File: src/rtl/instr_decode_stage.sv
`default_nettype none
// ============================================================================
// Module   : instr_decode_stage
// Brief    : 9-bit instruction decode with a two-entry output/skid buffer and
//            fully registered in_ready. Optional macro: DECODE_PERF_CNT_EN.
// Revision : 1.0 - initial release
// ============================================================================
module instr_decode_stage #(
    parameter int PC_W = 8
) (
    input  logic            Clk,
    input  logic            Reset,
    input  logic            flush,
    input  logic            in_valid,
    output logic            in_ready,
    input  logic [8:0]      in_instr,
    input  logic [PC_W-1:0] in_pc,
    output logic            out_valid,
    input  logic            out_ready,
    output logic [2:0]      out_op,
    output logic [2:0]      out_rd,
    output logic [2:0]      out_rs,
    output logic [7:0]      out_imm,
    output logic            out_use_imm,
    output logic [PC_W-1:0] out_pc,
    output logic [15:0]     perf_count
);

    typedef struct packed {
        logic [2:0]      op;
        logic [2:0]      rd;
        logic [2:0]      rs;
        logic [7:0]      imm;
        logic            use_imm;
        logic [PC_W-1:0] pc;
    } entry_t;

    localparam logic [1:0] c_EMPTY = 2'd0;
    localparam logic [1:0] c_ONE   = 2'd1;
    localparam logic [1:0] c_TWO   = 2'd2;

    localparam logic [2:0] c_OP_SHF  = 3'd6;
    localparam logic [2:0] c_OP_MOVI = 3'd7;

    logic [1:0] state_q, state_d;
    logic       in_ready_q;
    entry_t     out_q, skid_q;
    entry_t     w_dec;
    logic       w_accept, w_consume;
    logic       w_load_out, w_load_skid, w_move_skid;

    assign w_accept  = in_valid && in_ready_q;
    assign w_consume = out_valid && out_ready;

    always_comb begin
        w_dec         = '0;
        w_dec.op      = in_instr[8:6];
        w_dec.rd      = in_instr[5:3];
        w_dec.rs      = in_instr[2:0];
        w_dec.use_imm = (in_instr[8:6] == c_OP_SHF) || (in_instr[8:6] == c_OP_MOVI);
        w_dec.imm     = w_dec.use_imm ? {5'b0, in_instr[2:0]} : 8'h00;
        w_dec.pc      = in_pc;
    end

    // State register; in_ready is computed from the next state so it is a flop.
    always_ff @(posedge Clk) begin
        if (Reset) begin
            state_q    <= c_EMPTY;
            in_ready_q <= 1'b1;
        end else begin
            state_q    <= state_d;
            in_ready_q <= (state_d != c_TWO);
        end
    end

    always_comb begin
        state_d = state_q;
        case (state_q)
            c_EMPTY: if (w_accept) state_d = c_ONE;
            c_ONE: begin
                if (w_consume && !w_accept)      state_d = c_EMPTY;
                else if (!w_consume && w_accept) state_d = c_TWO;
            end
            c_TWO:   if (w_consume) state_d = c_ONE;
            default: state_d = c_EMPTY;
        endcase
        if (flush) state_d = c_EMPTY;
    end

    always_comb begin
        out_valid   = (state_q != c_EMPTY);
        in_ready    = in_ready_q;
        w_load_out  = 1'b0;
        w_load_skid = 1'b0;
        w_move_skid = 1'b0;
        if (!flush) begin
            w_load_out  = w_accept && ((state_q == c_EMPTY) || ((state_q == c_ONE) && w_consume));
            w_load_skid = w_accept && (state_q == c_ONE) && !w_consume;
            w_move_skid = (state_q == c_TWO) && w_consume;
        end
    end

    always_ff @(posedge Clk) begin
        if (Reset) begin
            out_q  <= '0;
            skid_q <= '0;
        end else begin
            if (w_load_out)       out_q <= w_dec;
            else if (w_move_skid) out_q <= skid_q;
            if (w_load_skid)      skid_q <= w_dec;
        end
    end

    assign out_op      = out_q.op;
    assign out_rd      = out_q.rd;
    assign out_rs      = out_q.rs;
    assign out_imm     = out_q.imm;
    assign out_use_imm = out_q.use_imm;
    assign out_pc      = out_q.pc;

`ifdef DECODE_PERF_CNT_EN
    logic [15:0] perf_q;

    // Counts consumes even in a flush cycle; only Reset clears it.
    always_ff @(posedge Clk) begin
        if (Reset)          perf_q <= 16'h0000;
        else if (w_consume) perf_q <= perf_q + 16'd1;
    end

    assign perf_count = perf_q;
`else
    assign perf_count = 16'h0000;
`endif

endmodule
`default_nettype wire
File: config.mk
export PLATFORM = sky130hd
export DESIGN_NAME = instr_decode_stage
export DESIGN_NICKNAME = d
export VERILOG_FILES = /design/src/rtl/instr_decode_stage.sv
export SDC_FILE = /design/constraint.sdc
export NUM_CORES = 1
export LEC_CHECK = 0
export ABC_AREA = 0
export CELL_PAD_IN_SITES_DETAIL_PLACEMENT = 0
export CELL_PAD_IN_SITES_GLOBAL_PLACEMENT = 2
export CORE_AREA = 2 2 104 81
export CTS_BUF_LIST = sky130_fd_sc_hd__clkbuf_8
export DETAILED_ROUTE_END_ITERATION = 8
export DIE_AREA = 0 0 106 83
export HOLD_SLACK_MARGIN = 0.08
export PLACE_DENSITY_LB_ADDON = 0.25
export SLEW_MARGIN = 10
export SYNTH_ARGS = -nofsm -noshare
export SYNTH_HDL_FRONTEND = slang
export SYNTH_SLANG_ARGS = --single-unit
export TNS_END_PERCENT = 100
File: constraint.sdc
create_clock -name Clk -period 1.6 [get_ports Clk]
set_input_delay 0.32 -clock Clk [delete_from_list [all_inputs] [get_ports Clk]]
set_output_delay 0.32 -clock Clk [all_outputs]
set_load 0.02 [all_outputs]
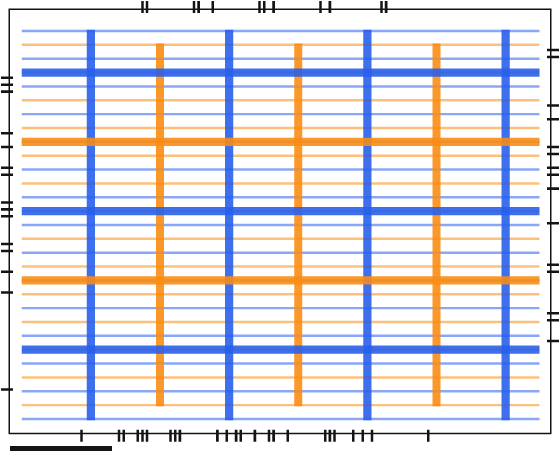
Figure 1: run 1, floorplan with the power grid.
Bar = 20 um. Pins as bars on the die edge.
[orange] VDD
[blue] VSS
signal pins: 66
met1 rails: 29
Core ar.: 7740 sq um
maximum vdd drop: 0.000355 V
die height: 83 um
die width: 106 um

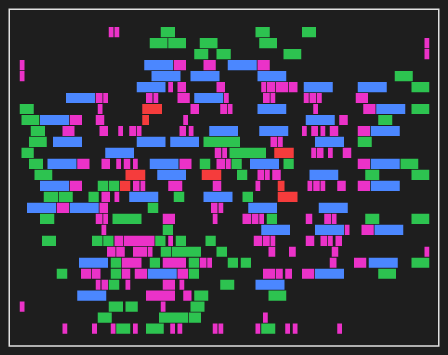
Figure 2: run 1, placement by cell class.
[red] clock drivers and dummy loads | cells: 8 | share of their area: 3.2%
[magenta] combinational and other logic | cells: 155 | share of their area: 33%
[green] other buffers and delay cells | cells: 77 | share of their area: 30%
[blue] flops | cells: 45 | share of their area: 34%

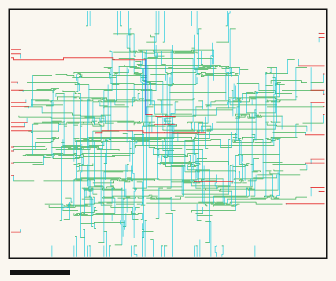
Figure 3: run 1, wiring by layer.
Bar = 20 um.
[blue] metal 4 | wire length: 18.4 um
[red] metal 3 | wire length: 215 um
[green] metal 1 | wire length: 2730 um
[cyan] metal 2 | wire length: 2190 um

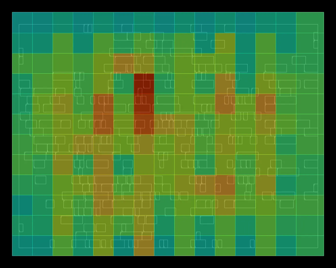
Figure 4: run 1, track usage over the die.
GRT Resource Usage Total: 0.114
final core occ: 0.361
met3 Use GR: 0.0267
GRT busiest layer: met1
drt wl/cell: 13.2 um

==> Changelog: implementation, run 1 <==
## Implementation

* Max-cap viol count at 0
* CP delay by family, top: flip-flops
* HP Start: skid_q[10]
* TNS Setup at 0 ns
* H-tree depth at 2
* #FFs+latches synth at approximately 45
* Number of synthesis warnings at 0
* Status: finished, final reports clean
* Flop share of the area at 0.322
* Ratio of cells with drive above 1 in the final layout at 0.175
* Initial DRC Count at approximately 58
* Final non-clock buffer share at 0.287
* Final #Nets at 306
* Area share, top type at 0.475
* # setup viols final at 0
* CP Launch Point: state_q[0]
* R2r setup slk at 0.11 ns
* Tool Warnings at 27
* Clk power at 694 uW
* CP Depth at 2
* P_comb at 349 uW
* Flops at 45
* Hold Path End: skid_q[10]
* Critical path's slowest cell: dfxtp_1
* Initial antenna violation count at 0
* Final Cycle Share at 0.970
* Syn Area/Cell at 8.79 sq um
* Port buffer count at ~44
* Clock buffers at 5
* Share of power burned in registers at 0.525
* Clk_skew at 0.00606 ns
* Mapped cell area at roughly 1900 sq um
* Global-route wire length before repair at 8.11 mm
* Net Sw Power at 597 uW
* Vias at 1626
* Logic share of the area at 0.312
* Most frequent cells in the layout: dfxtp_1, nand2_1, buf_4
* Storage cell area at 901 sq um
* Commonest non-fill, non-tap cell in the layout: dfxtp_1
* N_taps at 105
* Minimum clock period after layout at between 1.5 and 2 ns
* RD Place Congestion at 0.696
* Chip footprint at 8800 sq um
* EDFF count, synth at 0
* CTS Buffer Depth at 2
* Worst reg2reg startpoint: state_q[0]
* ANT nets after route at 0
* Clock-cell share of area at 0.0309
* Setup crit end: out_valid
* CTS buffer count at 5
* Via-to-Cell Ratio at roughly 4.2
* # diodes at 0
* Clock Power Share at 0.316
* Net Sw Frac at 0.272
* Area-dominant class: sequential cells
* Critical Path End Type: primary output
* Comb_multi_in at about 150
* Post-route DRC at 0
* RSZ-0062 raised after global routing: true
* Async set-reset flop share out of synthesis at 0
* Largest net degree at the start of global routing at 22
* Inverters, non-clock at 1
* Synth-to-Final Area Change at 47.4%
* Cell count after synthesis at ~220
* Fill cells at 810
run 1: tightest hold or removal path, cell delays in order, from the launching register on:
cell and delay (ns):
dfxtp_1 0.32, nand2_1 0.05, a21oi_1 0.05
run 1: metrics by stage:
step	cell area, sq um	cells	hold slack [ns]	worst slack (ns)	total power (uW)
global route	2800	390	0.481	-0.0276	2320
detailed placement	2580	379	0.441	-0.271	1520
floorplan	1970	236	0.398	0.184	1380
global placement	2580	379	0.439	-0.241	1530
finish	2800	390	0.449	0.0482	2190
CTS	2670	387	0.455	0.000793	2230
run 1: cell usage after synthesis, drive strengths merged, types with 3 or more instances:
cell and count:
a21oi 25, nand2 40, nor3 3, o22ai 17
o21ai 5, dfxtp 45, nand2b 3, nand4 3
buf 30, o2bb2ai 20, nor2 5, clkbuf 6
run 1: repair_timing:
item	4_1_cts	5_1_grt
buffers inserted	0	1
endpoints found under the setup margin	4	47
gates cloned	0	2
pin swaps	0	2
gates resized	4	22
run 1: flip-flops by register name, summed over array words and instances, names as in the netlist:
register / flops
in_ready: 1
out_imm: 3
out_op: 3
out_pc: 8
out_rd: 3
out_rs: 3
out_use_imm: 1
skid_q: 21
state_q: 2
run 1: logic make-up (layout without fill, tap and decap cells):
group                  after synthesis  in the layout  synth area share
buffers and inverters               37             86             0.123
AND/OR/NAND/NOR                     62             62             0.150
AND-OR/OR-AND                       70             70             0.245
XOR/XNOR                             1              1           0.00462
flip-flops                          45             45             0.475
other                                1             21           0.00198
run 1: layer usage:
| layer | vias up | wire, um | track usage |
|---|---|---|---|
| met2 | 40 | 2190 | 0.167 |
| met1 | 724 | 2730 | 0.171 |
| met4 | 0 | 18 | 0.0215 |
| met3 | 2 | 215 | 0.0267 |
| li1 | 860 | - | - |
| met5 | - | 0 | 0 |
Figure 5. Clock network drawn from the DEF (run 1).
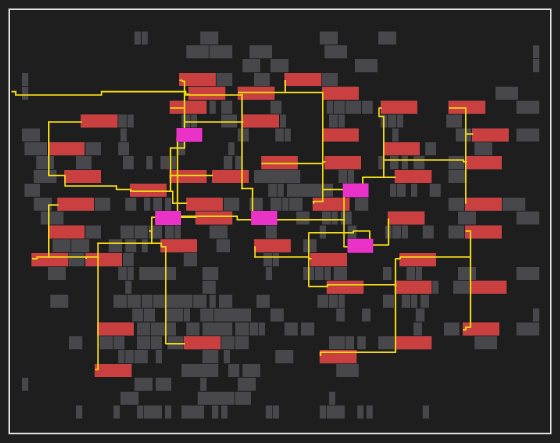

==> run 1 -> run 2 <==
==> constraint.sdc (replaced) <==
create_clock -name Clk -period 2 [get_ports Clk]
set_input_delay 0.4 -clock Clk [delete_from_list [all_inputs] [get_ports Clk]]
set_output_delay 0.4 -clock Clk [all_outputs]
set_load 0.02 [all_outputs]
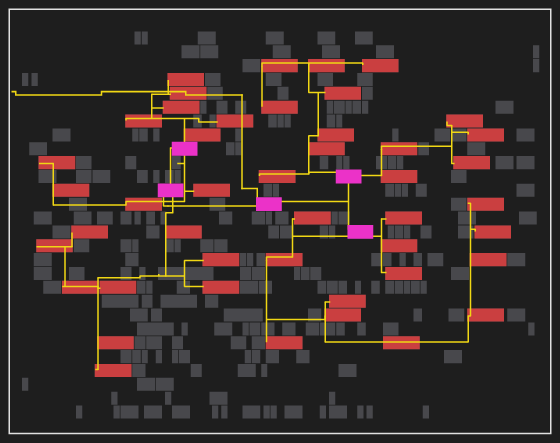
Figure 6: run 2, clock network drawn from the DEF.
[yellow] clock wires | length: 568 um
[red] flip-flops | count: 45
[magenta] clock drivers | count: 5
routed clock nets: 6
Clk power: 661 uW
Clock Power Share: 0.358
clk_skew: 0.00991 ns
Latency at later pin: 0.29 ns

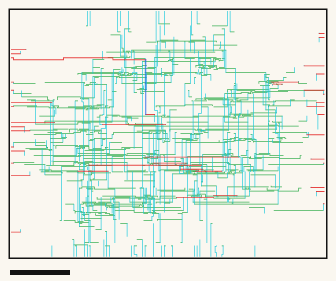
Figure 7: run 2, wiring by layer.
Bar = 20 um.
[cyan] metal 2 | wire length: 2010 um
[red] metal 3 | wire length: 321 um
[green] metal 1 | wire length: 2520 um
[blue] metal 4 | wire length: 18.4 um
Vias: 1627
drt wl/cell: 13.0 um

==> run 2 against run 1 <==
Utilization shrank 2.4 points; critical endpoint unchanged; cell count down 3.6%; flip-flop count is the same; via count barely moved.
==> Changelog: implementation, run 2 <==
## Implementation

* Post-synth top area cell: dfxtp_1
* Prevailing post-synth register cell: dfxtp_1
* Comb area leader: AND-OR/OR-AND gates
* Max-cap viol count at 0
* Port buffer count at 44
* Commonest non-fill, non-tap cell in the layout: dfxtp_1
* Number of synthesis warnings at 0
* AO/OA Area Share at 0.245
* Most frequent cells in the layout: dfxtp_1, clkdlybuf4s50_1, nand2_1
* Fill cells at ~830
* Critical path's slowest cell: clkdlybuf4s50_1
* Max reg flops at 21
* Initial DRC Count at 61
* Crit path launch type: flip-flop
* Synth-to-Final Area Change at 37.6%
* Synth cell count leaders: dfxtp_1, nand2_1, a21oi_1, buf_4, o2bb2ai_1
* Top-count cell post-synth: dfxtp_1
* # diodes at 0
* RD Place Congestion at 0.706
* DP Worst Slack at 0.0266 ns
* Final WS setup at 0.131 ns
* Mapped cell area at 1900 sq um
* Final #Nets at 293
* Syn Area/Cell at 8.79 sq um
* RSZ-0062 raised after global routing: false
* Hold Path End: skid_q[10]
* Root buffer selected by CTS: clkbuf_8
* Delay of the slowest critical-path stage at 0.54 ns
* Area share, top type at 0.475
* GRT Resource Usage Total at 0.114
* Die width at ~110 um
* Final core occ at 0.337
* Die height at 83 um
* Cell count after synthesis at 216
* Worst reg2reg startpoint: state_q[0]
* Core ar. at 7740 sq um
* R2r setup slk at 0.50 ns
* Initial antenna violation count at 0
* Biggest register: skid_q
* HP Start: skid_q[10]
* F_max at 0.535 GHz
* TNS Setup at 0 ns
* Ratio of cells with drive above 1 in the final layout at 0.125
* Status: finished, final reports clean
* EDFF count, synth at 0
* Type of the worst min-delay path: flip-flop to flip-flop
* Maximum vdd drop at 0.000230 V
* CTS Buffer Depth at 2
* Multiplexer share at 0
* Async set-reset flop share out of synthesis at 0
* Adder share at 0
* Simple-Gate Fraction of Synth Area at 0.150
* Minimum clock period after layout at ~1.9 ns
* Via-to-Cell Ratio at 4.33
* Final Cycle Share at 0.934
* Tool Warnings at 26
* Global-route wire length before repair at approximately 8.0 mm
* #FFs+latches synth at 45
* H-tree depth at 2
* Vias in the first global route at 1545
* Critical Path End Type: primary output
* # setup viols final at 0
* Leakage power at between 0.0009 and 0.001 uW
* Largest net degree at the start of global routing at 22
* Chip footprint at 8800 sq um
* Hold Slack at 0.453 ns
* Post-CTS Setup Inserts at 0
* Gates resized, CTS repair at 0
* ANT nets after route at 0
* Post-route DRC at 0
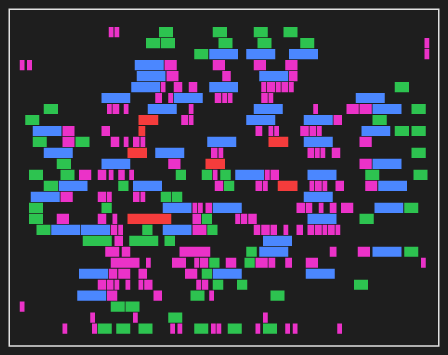
Figure 8: run 2, placement by cell class.
[red] clock drivers and dummy loads | cells: 7 | share of their area: 4.2%
[green] other buffers and delay cells | cells: 64 | share of their area: 25%
[magenta] combinational and other logic | cells: 155 | share of their area: 35%
[blue] flops | cells: 45 | share of their area: 36%

-- run 2: cell counts after synthesis --
Identical to the previous run, type by type.
-- run 2: critical path, delay by kind of cell, from the launching register on --
family                 cells  cell delay (ns)
DFF                        1             0.35
and+or+nand+nor            1             0.30
buffers and inverters      1             0.54
-- run 2: kinds of logic (layout without fill, tap and decap cells) --
family | count (synthesis) | in the layout
AND-OR/OR-AND | 70 | 70
XOR/XNOR | 1 | 1
buffers and inverters | 37 | 72
flip-flops | 45 | 45
other | 1 | 21
AND/OR/NAND/NOR | 62 | 62
-- run 2: cell type report --
type / count / area [sq um] / share of cell area
Sequential cell: 45 / 901 / 0.345
Multi-Input combinational cell: 154 / 857 / 0.328
Timing Repair Buffer: 64 / 616 / 0.236
Tap cell: 105 / 131 / 0.0503
Clock buffer: 5 / 68.8 / 0.0263
Clock inverter: 2 / 35.0 / 0.0134
Inverter: 1 / 3.75 / 0.00144
-- run 2: how the worst max path moves through the flow --
stage	from	endpoint
floorplan	out_ready	skid_q[17]
global placement	in_valid	out_rd[1]
detailed placement	out_ready	out_imm[1]
CTS	state_q[0]	out_valid
global route	state_q[0]	out_valid
finish	state_q[1]	out_valid
-- run 2: through the flow --
stage / cell area, sq um / instances
after CTS: 2610 / 376
after floorplan: 1970 / 236
after global routing: 2610 / 376
final: 2610 / 376
after detailed placement: 2510 / 369
after global placement: 2510 / 369
-- run 2: where the power goes --
part           total (uW)  switching [uW]  internal [uW]  leakage, uW
Sequential            920            9.30            911     0.000364
Clock                 661             298            364    0.0000540
Combinational         265             151            114     0.000493
-- run 2: routing by layer --
metal / vias up / GRT usage / wire length [um]
li1: 839 / - / -
met1: 731 / 0.174 / 2520
met2: 55 / 0.157 / 2010
met3: 2 / 0.0314 / 320
met4: 0 / 0.0251 / 18
met5: - / 0 / 0
Figure 9. Track usage over the die (run 2).
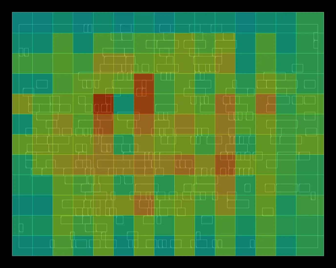

==> run 2 -> run 3 <==
--- a/config.mk
+++ b/config.mk
@@ -13,6 +13,7 @@
 export DETAILED_ROUTE_END_ITERATION = 8
 export DIE_AREA = 0 0 106 83
 export HOLD_SLACK_MARGIN = 0.08
+export MAX_ROUTING_LAYER = met4
 export PLACE_DENSITY_LB_ADDON = 0.25
 export SLEW_MARGIN = 10
 export SYNTH_ARGS = -nofsm -noshare
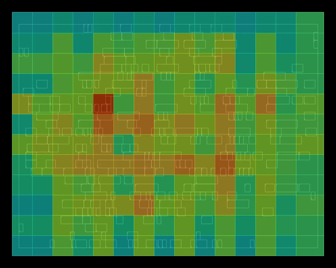
Figure 10: run 3, track usage over the die.
drt wl/cell: 13.0 um
final core occ: 0.337
met1 global-route usage: 0.176

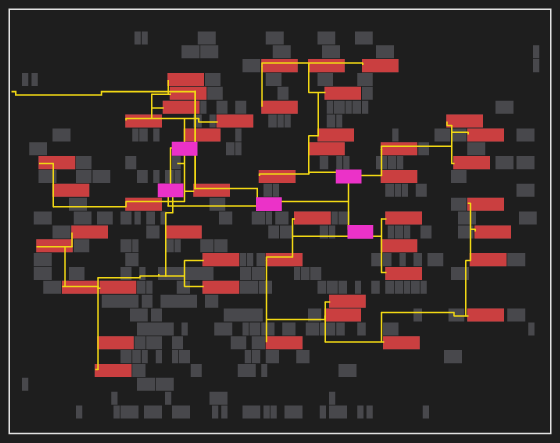
Figure 11: run 3, clock network drawn from the DEF.
[magenta] clock drivers | count: 5
[red] flip-flops | count: 45
[yellow] clock wires | length: 571 um
routed clock nets: 6
clk_skew: 0.0127 ns
Clk power: 665 uW
Clock Power Share: 0.359

==> run 3 against run 2 <==
Largest cell class unchanged; critical path depth unchanged; worst setup slack worse by 0.0021 ns; die size unchanged; register-to-register slack about the same; design area unchanged; flip-flop count unchanged; critical endpoint unchanged; first-iteration DRC count unchanged; hold slack better by 0.0023 ns.
==> Changelog: implementation, run 3 <==
## Implementation

* Status: finished, final reports clean
* Die width at between 100 and 150 um
* Buf+Inv Stages, Crit Path at 1
* Synth cell count leaders: dfxtp_1, nand2_1, a21oi_1, buf_4, o2bb2ai_1
* Largest net degree at the start of global routing at 22
* Die height at about 83 um
* Uppermost layer routed: met4
* Prevailing post-synth register cell: dfxtp_1
* # setup viols final at 0
* Cell Int Power at ~1400 uW
* Max-cap viol count at 0
* Initial antenna violation count at 0
* Critical Path End Type: primary output
* Met3 wire len at about 250 um
* GRT busiest layer: met1
* Met2 wire len at 2.01 mm
* Net Sw Frac at 0.250
* Port buffer count at 44
* Gates resized, CTS repair at 0
* Post-synth top area cell: dfxtp_1
* Number of synthesis warnings at 0
* Ratio of cells with drive above 1 in the final layout at 0.125
* GR Util met2 at 0.157
* Comb pwr share at 0.143
* CTS Buffer Depth at 2
* Area share, top type at 0.475
* Maximum vdd drop at 0.000235 V
* # diodes at 0
* Hold Path End: skid_q[10]
* Post-CTS Setup Inserts at 0
* RSZ-0062 raised after global routing: false
* Top-count cell post-synth: dfxtp_1
* Crit path launch type: flip-flop
* Net Sw Power at roughly 460 uW
* Vias in the first global route at 1547
* Logic area at 857 sq um
* Share of power burned in registers at 0.497
* Synth-to-Final Area Change at 37.6%
* Minimum clock period after layout at 1.87 ns
* Clock sinks at 45
* Mapped cell area at 1900 sq um
* CTS buffer count at 5
* Most frequent cells in the layout: dfxtp_1, clkdlybuf4s50_1, nand2_1
* Initial DRC Count at 61
* Post-route DRC at 0
* Critical path's slowest cell: clkdlybuf4s50_1
* Hold Slack at about 0.45 ns
* Async set-reset flop share out of synthesis at 0
* ANT nets after route at 0
* Core ar. at 7740 sq um
* Met3 Use GR at 0.0283
* Commonest non-fill, non-tap cell in the layout: dfxtp_1
* Met1 wire length at 2.60 mm
* RD Place Congestion at 0.714
* Biggest register: skid_q
* #FFs+latches synth at 45
* Delay of the slowest critical-path stage at 0.54 ns
* Worst reg2reg startpoint: state_q[0]
* Max reg flops at 21
* Syn Area/Cell at 8.79 sq um
* TNS Setup at 0 ns
* Type of the worst min-delay path: flip-flop to flip-flop
* Via-to-Cell Ratio at 4.34
* Global-route wire length before repair at approximately 8 mm
* Chip footprint at 8800 sq um
* HP Start: skid_q[10]
* Storage cell area at 901 sq um
* Cell count after synthesis at between 200 and 250
* F_max at 0.534 GHz
* R2r setup slk at slightly below 0.5 ns
* EDFF count, synth at 0
* H-tree depth at 2
* Latency at later pin at 0.29 ns
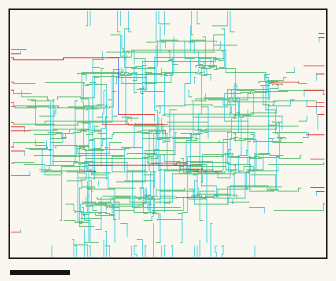
Figure 12: run 3, wiring by layer.
Bar = 20 um.
[red] metal 3 | wire length: 251 um
[green] metal 1 | wire length: 2600 um
[cyan] metal 2 | wire length: 2010 um
[blue] metal 4 | wire length: 19.0 um
Vias: 1630
GRT Resource Usage Total: 0.117

==> run 3: cell counts in the layout (fill, tap and decap cells not counted) <==
No cell type changed its count.
==> run 3: area by class of cell <==
class                   count  share of cell area
clock buffers               5              0.0263
inverters                   1             0.00144
clock inverters             2              0.0134
flip-flops and latches     45               0.345
repair buffers             64               0.236
well taps                 105              0.0503
multi-input cells         154               0.328
==> run 3: power groups by stage <==
stage,registers [uW],logic (uW),clock network (uW)
after floorplan,955,150,0
after global placement,942,269,0
after detailed placement,941,266,0
after CTS,920,268,687
after global routing,923,289,725
final,920,265,665
==> run 3: logic make-up (layout without fill, tap and decap cells) <==
| family | count (synthesis) | in the layout | share of synthesized area |
|---|---|---|---|
| compound gates | 70 | 70 | 0.245 |
| buf+inv | 37 | 72 | 0.123 |
| xor+xnor | 1 | 1 | 0.00462 |
| flops | 45 | 45 | 0.475 |
| simple gates | 62 | 62 | 0.150 |
| other cells | 1 | 21 | 0.00198 |
==> run 3: worst max-delay path by stage <==
stage	from	to	depth (start not counted)
final	state_q[0]	out_valid	2
after global routing	state_q[0]	out_valid	2
after CTS	state_q[0]	out_valid	2
after detailed placement	out_ready	out_imm[1]	6
after global placement	in_valid	out_rd[1]	6
after floorplan	out_ready	skid_q[17]	5
==> run 3: per-stage QoR <==
stage               worst slack [ns]  area, sq um   util  power, uW  instances
detailed placement            0.0266         2510  0.324       1210        369
floorplan                      0.583         1970      -       1100        236
CTS                            0.113         2610  0.337       1880        376
global route                  0.0818         2610  0.337       1940        376
finish                         0.129         2610  0.337       1850        376
global placement              0.0538         2510  0.324       1210        369
==> run 3: tightest hold or removal path, cell delays in order, from the launching register on <==
cell	delay, ns
dfxtp_1	0.32
nand2_1	0.05
a21oi_1	0.05
Power and IR drop assume default switching activity.
